## src/rtl/job_dispatcher.sv

```systemverilog
// rtl/job_dispatcher.sv - operand FIFO feeding one job at a time to the iterative controller
module job_dispatcher #(
   parameter int DATA_W = 16,
   parameter int DEPTH  = 4,
   parameter int CNT_W  = $clog2(DEPTH) + 1
) (
   input  logic              clk,
   input  logic              rst_n,
   input  logic              in_valid,
   output logic              in_ready,
   input  logic [DATA_W-1:0] in_data,
   output logic              start,
   output logic [DATA_W-1:0] operand,
   input  logic              done,
   output logic              busy,
   output logic [CNT_W-1:0]  level,
   output logic [7:0]        jobs_done
);

   localparam int PTR_W = $clog2(DEPTH);

   typedef enum logic [1:0] {IDLE, LAUNCH, WAIT} state_t;

   state_t            state, state_nxt;
   logic [DATA_W-1:0] mem [DEPTH];
   logic [PTR_W-1:0]  rd_ptr, wr_ptr;
   logic              push, pop, job_end;

   // No full-bypass: a pop in the same cycle does not make room for a push.
   assign in_ready = (level != CNT_W'(DEPTH));
   assign push     = in_valid && in_ready;

   always_comb begin
      state_nxt = state;
      pop       = 1'b0;
      job_end   = 1'b0;
      case (state)
         IDLE: begin
            if (level != '0) begin
               pop       = 1'b1;
               state_nxt = LAUNCH;
            end
         end
         LAUNCH: state_nxt = WAIT;
         WAIT: begin
            if (done) begin
               job_end = 1'b1;
               if (level != '0) begin
                  pop       = 1'b1;
                  state_nxt = LAUNCH;
               end else begin
                  state_nxt = IDLE;
               end
            end
         end
         default: state_nxt = IDLE;
      endcase
   end

   always_ff @(posedge clk or negedge rst_n) begin
      if (!rst_n) begin
         state     <= IDLE;
         rd_ptr    <= '0;
         wr_ptr    <= '0;
         level     <= '0;
         start     <= 1'b0;
         busy      <= 1'b0;
         operand   <= '0;
         jobs_done <= '0;
      end else begin
         state <= state_nxt;
         start <= (state_nxt == LAUNCH);
         busy  <= (state_nxt != IDLE);
         if (push) wr_ptr <= wr_ptr + 1'b1;
         if (pop) begin
            rd_ptr  <= rd_ptr + 1'b1;
            operand <= mem[rd_ptr];
         end
         case ({push, pop})
            2'b10:   level <= level + 1'b1;
            2'b01:   level <= level - 1'b1;
            default: level <= level;
         endcase
         if (job_end) jobs_done <= jobs_done + 8'd1;
      end
   end

   always_ff @(posedge clk) begin
      if (push) mem[wr_ptr] <= in_data;
   end

endmodule

```

## config.mk

```make
export PLATFORM = sky130hd
export DESIGN_NAME = job_dispatcher
export DESIGN_NICKNAME = d
export VERILOG_FILES = /design/src/rtl/job_dispatcher.sv
export SDC_FILE = /design/constraint.sdc
export NUM_CORES = 1
export LEC_CHECK = 0
export ABC_AREA = 0
export CAP_MARGIN = 10
export CORE_MARGIN = 4
export CORE_UTILIZATION = 59
export DETAILED_ROUTE_END_ITERATION = 6
export GPL_TIMING_DRIVEN = 0
export PLACE_DENSITY = 0.84
export REMOVE_ABC_BUFFERS = 1
export SYNTH_ARGS = -nofsm -noshare
export SYNTH_HDL_FRONTEND = slang
export SYNTH_SLANG_ARGS = --single-unit
```

## constraint.sdc

```tcl
create_clock -name clk -period 3.6 [get_ports clk]
set_clock_uncertainty 0.2 [all_clocks]
set_input_delay 0.72 -clock clk [delete_from_list [all_inputs] [get_ports clk]]
set_output_delay 0.72 -clock clk [all_outputs]
set_load 0.05 [all_outputs]
```

Run 1, cells colored by class:
Fill, decap, tap and diode cells in gray.
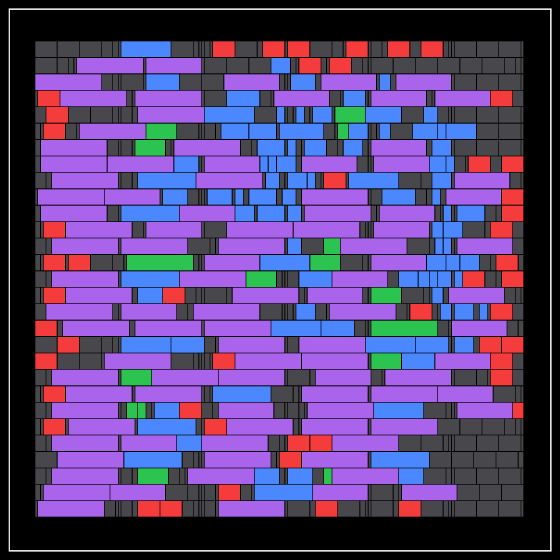
Key: other buffers and delay cells = red [cells 49, share of their area 11%]; clock drivers and dummy loads = green [cells 16, share of their area 4.6%]; all other logic = blue [cells 92, share of their area 23%]; flops = purple [cells 99, share of their area 61%]

Run 1, clock routing:
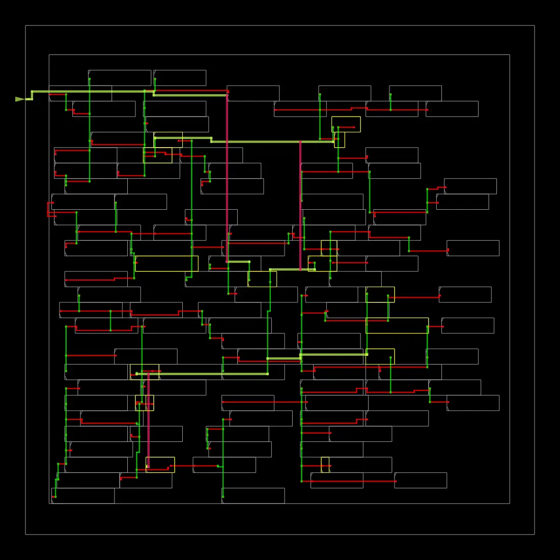
Power Clock: 0.000744 W
number of clock buffers inserted by TritonCTS: 9
layout clock buffer count: 10
clock latency of the later-clocked register in the worst-skew pair: 350 ps
sequential cell count: 99

Run 1, wiring by layer:
Bar = 20 µm. Only two layers are drawn.
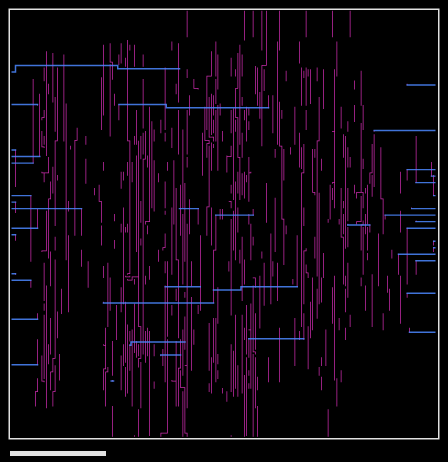
Key: met2 = magenta [wire length 3080 µm]; met3 = blue [wire length 295 µm]

==> ci_impl_report.md, run 1 <==
### Flow metrics

| Metric | Value |
|---|---|
| Number of standard cells after synthesis | a little under 200 |
| Tally of non-filler cells in the final layout | roughly 330 |
| Met3 Usage GRT | just under 5% |
| Number of pins exceeding their max-slew limit in the final report | 0 |
| Logic gate fraction of the total cell area | between 20% and 30% |
| Number of non-clock buffers in the layout | 49 |
| Setup repair after global routing missed its margin | false |
| Worst reg-to-reg setup slack | 660 ps |
| Cell class with the largest area share | flip-flops and latches |
| Share of power burned in combinational logic | roughly 40% |
| Kind of start point of the critical path | input port |
| Register Area | 0.002798 mm² |
| Number of antenna violations at the first check in global routing | 0 |
| Critical path cell sequence | clkdlybuf4s50_1 -> nor2b_4 -> nor3_4 -> ha_1 -> inv_1 -> fa_1 -> xor2_1 -> nor2_1 -> xor2_1 |
| Site row count | 29 |
| Path depth of the worst reg2reg path | 8 |
| First drt pass iteration count | 4 |
| Cell count along the critical path | 9 |
| Critical path's most frequent cell | xor2_1 |
| Share of total power consumed by net switching | between 30% and 40% |
| Max-cap violations | 0 |
| Most numerous cell in the Yosys netlist | edfxtp_1 |
| Hold_buf cts | 0 |
| Buffers from clock root to sink, at most | 2 |
| Total number of multi-input combinational cells | 84 |
| Leftover overflow at the end of global routing | 0 |
| CTS H-tree lvls | 3 |
| Number of register bits inferred by synthesis | 99 |
| Crit path capture type | register |
| Area of all placed cells without fillers | 0.004649 mm² |
| Result of the run | completed |
| Number of placed I/O pins | roughly 50 |
| Number of failing setup endpoints in the final timing report | 0 |
| Largest delay share family, worst path | simple AND/OR/NAND/NOR gates |
| Number of vias per cell | ~5.6 |
| Highest routed metal layer | met4 |
| Critical path fanouts, max | 19 |
| Share of synthesized cell area in full adder, half adder and majority cells | ~2.4% |
| Clock power frac | between 15 and 20% |
[run 1: state kept, by name, summed over array words and instances (netlist names)]
| name | cells |
|---|---|
| mem | 64 |
| operand | 16 |
| jobs_done | 8 |
| level | 3 |
| rd_ptr | 2 |
| state | 2 |
| wr_ptr | 2 |
| busy | 1 |
| start | 1 |
[run 1: power by group through the flow]
stage / clock (W) / combinational [W] / sequential, W
after floorplan: 0 / 0.000802 / 0.00228
after global placement: 0 / 0.00176 / 0.00184
after detailed placement: 0 / 0.00180 / 0.00186
after CTS: 0.000754 / 0.00180 / 0.00184
after global routing: 0.000811 / 0.00188 / 0.00188
final: 0.000744 / 0.00177 / 0.00183
==> run 2, diff against run 1 <==
--- a/config.mk
+++ b/config.mk
@@ -8,11 +8,12 @@
 export ABC_AREA = 0
 export CAP_MARGIN = 10
 export CORE_MARGIN = 4
-export CORE_UTILIZATION = 59
+export CORE_UTILIZATION = 49
 export DETAILED_ROUTE_END_ITERATION = 6
 export GPL_TIMING_DRIVEN = 0
-export PLACE_DENSITY = 0.84
+export PLACE_DENSITY = 0.75
 export REMOVE_ABC_BUFFERS = 1
+export SLEW_MARGIN = 20
 export SYNTH_ARGS = -nofsm -noshare
 export SYNTH_HDL_FRONTEND = slang
 export SYNTH_SLANG_ARGS = --single-unit
==> constraint.sdc (replaced) <==
create_clock -name clk -period 2.8 [get_ports clk]
set_clock_uncertainty 0.2 [all_clocks]
set_input_delay 0.56 -clock clk [delete_from_list [all_inputs] [get_ports clk]]
set_output_delay 0.56 -clock clk [all_outputs]
set_load 0.05 [all_outputs]
Run 2, clock routing:
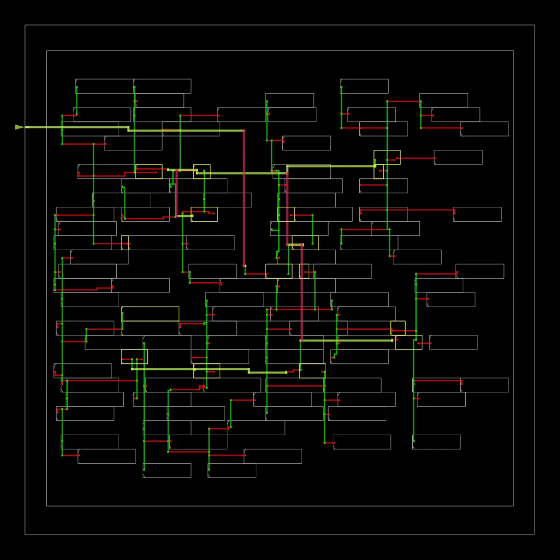
Sinks on Clock Net: 99
Power Clock: 0.000886 W

==> ci_impl_report.md, run 2 <==
### Flow metrics

| Metric | Value |
|---|---|
| Logic gate fraction of the total cell area | between 20% and 30% |
| Critical path fanouts, max | 6 |
| Total number of multi-input combinational cells | ~84 |
| Cell class with the largest area share | flip-flops and latches |
| Number of standard cells after synthesis | around 200 |
| Layout clock buffer count | 10 |
| Comb pwr | 0.00229 W |
| Sequential cell count | about 99 |
| Number of clock buffers inserted by TritonCTS | 9 |
| Crit path capture type | primary output |
| Result of the run | completed |
| Path depth of the worst reg2reg path | 9 |
| Met3 Usage GRT | 4.953% |
| Hold_buf cts | 1 |
| First drt pass iteration count | 4 |
| Setup repair after global routing missed its margin | false |
| Biggest consumer | registers |
| Max-cap violations | 0 |
| Seq group | 0.00234 W |
| CTS H-tree lvls | 3 |
| Number of vias per cell | 5.183 |
| Number of non-clock buffers in the layout | 52 |
## run 2: cell counts after synthesis
Identical to the previous run, type by type.
## run 2: per-layer routing
metal / vias to the layer above / wire length (µm)
li1: 872 / -
met4: 0 / 66
met2: 49 / 3124
met3: 8 / 371
met5: - / 0
met1: 942 / 2630
## run 2: kinds of logic (layout without fill, tap and decap cells)
group	Yosys count	after routing	share of synthesized area [%]
flip-flops	99	99	71.46
multiplexers	35	35	16.17
AND/OR/NAND/NOR	29	29	4.826
buffers and inverters	14	76	2.205
XOR/XNOR	13	13	2.908
adder cells (fa/ha/maj)	7	7	2.429
## run 2: worst max-delay path, cell delays in order (launching register included)
cell and delay (ps):
dfrtp_1 440, or3b_4 430, clkdlybuf4s50_1 720
Power is estimated from default activity; no workload was simulated.
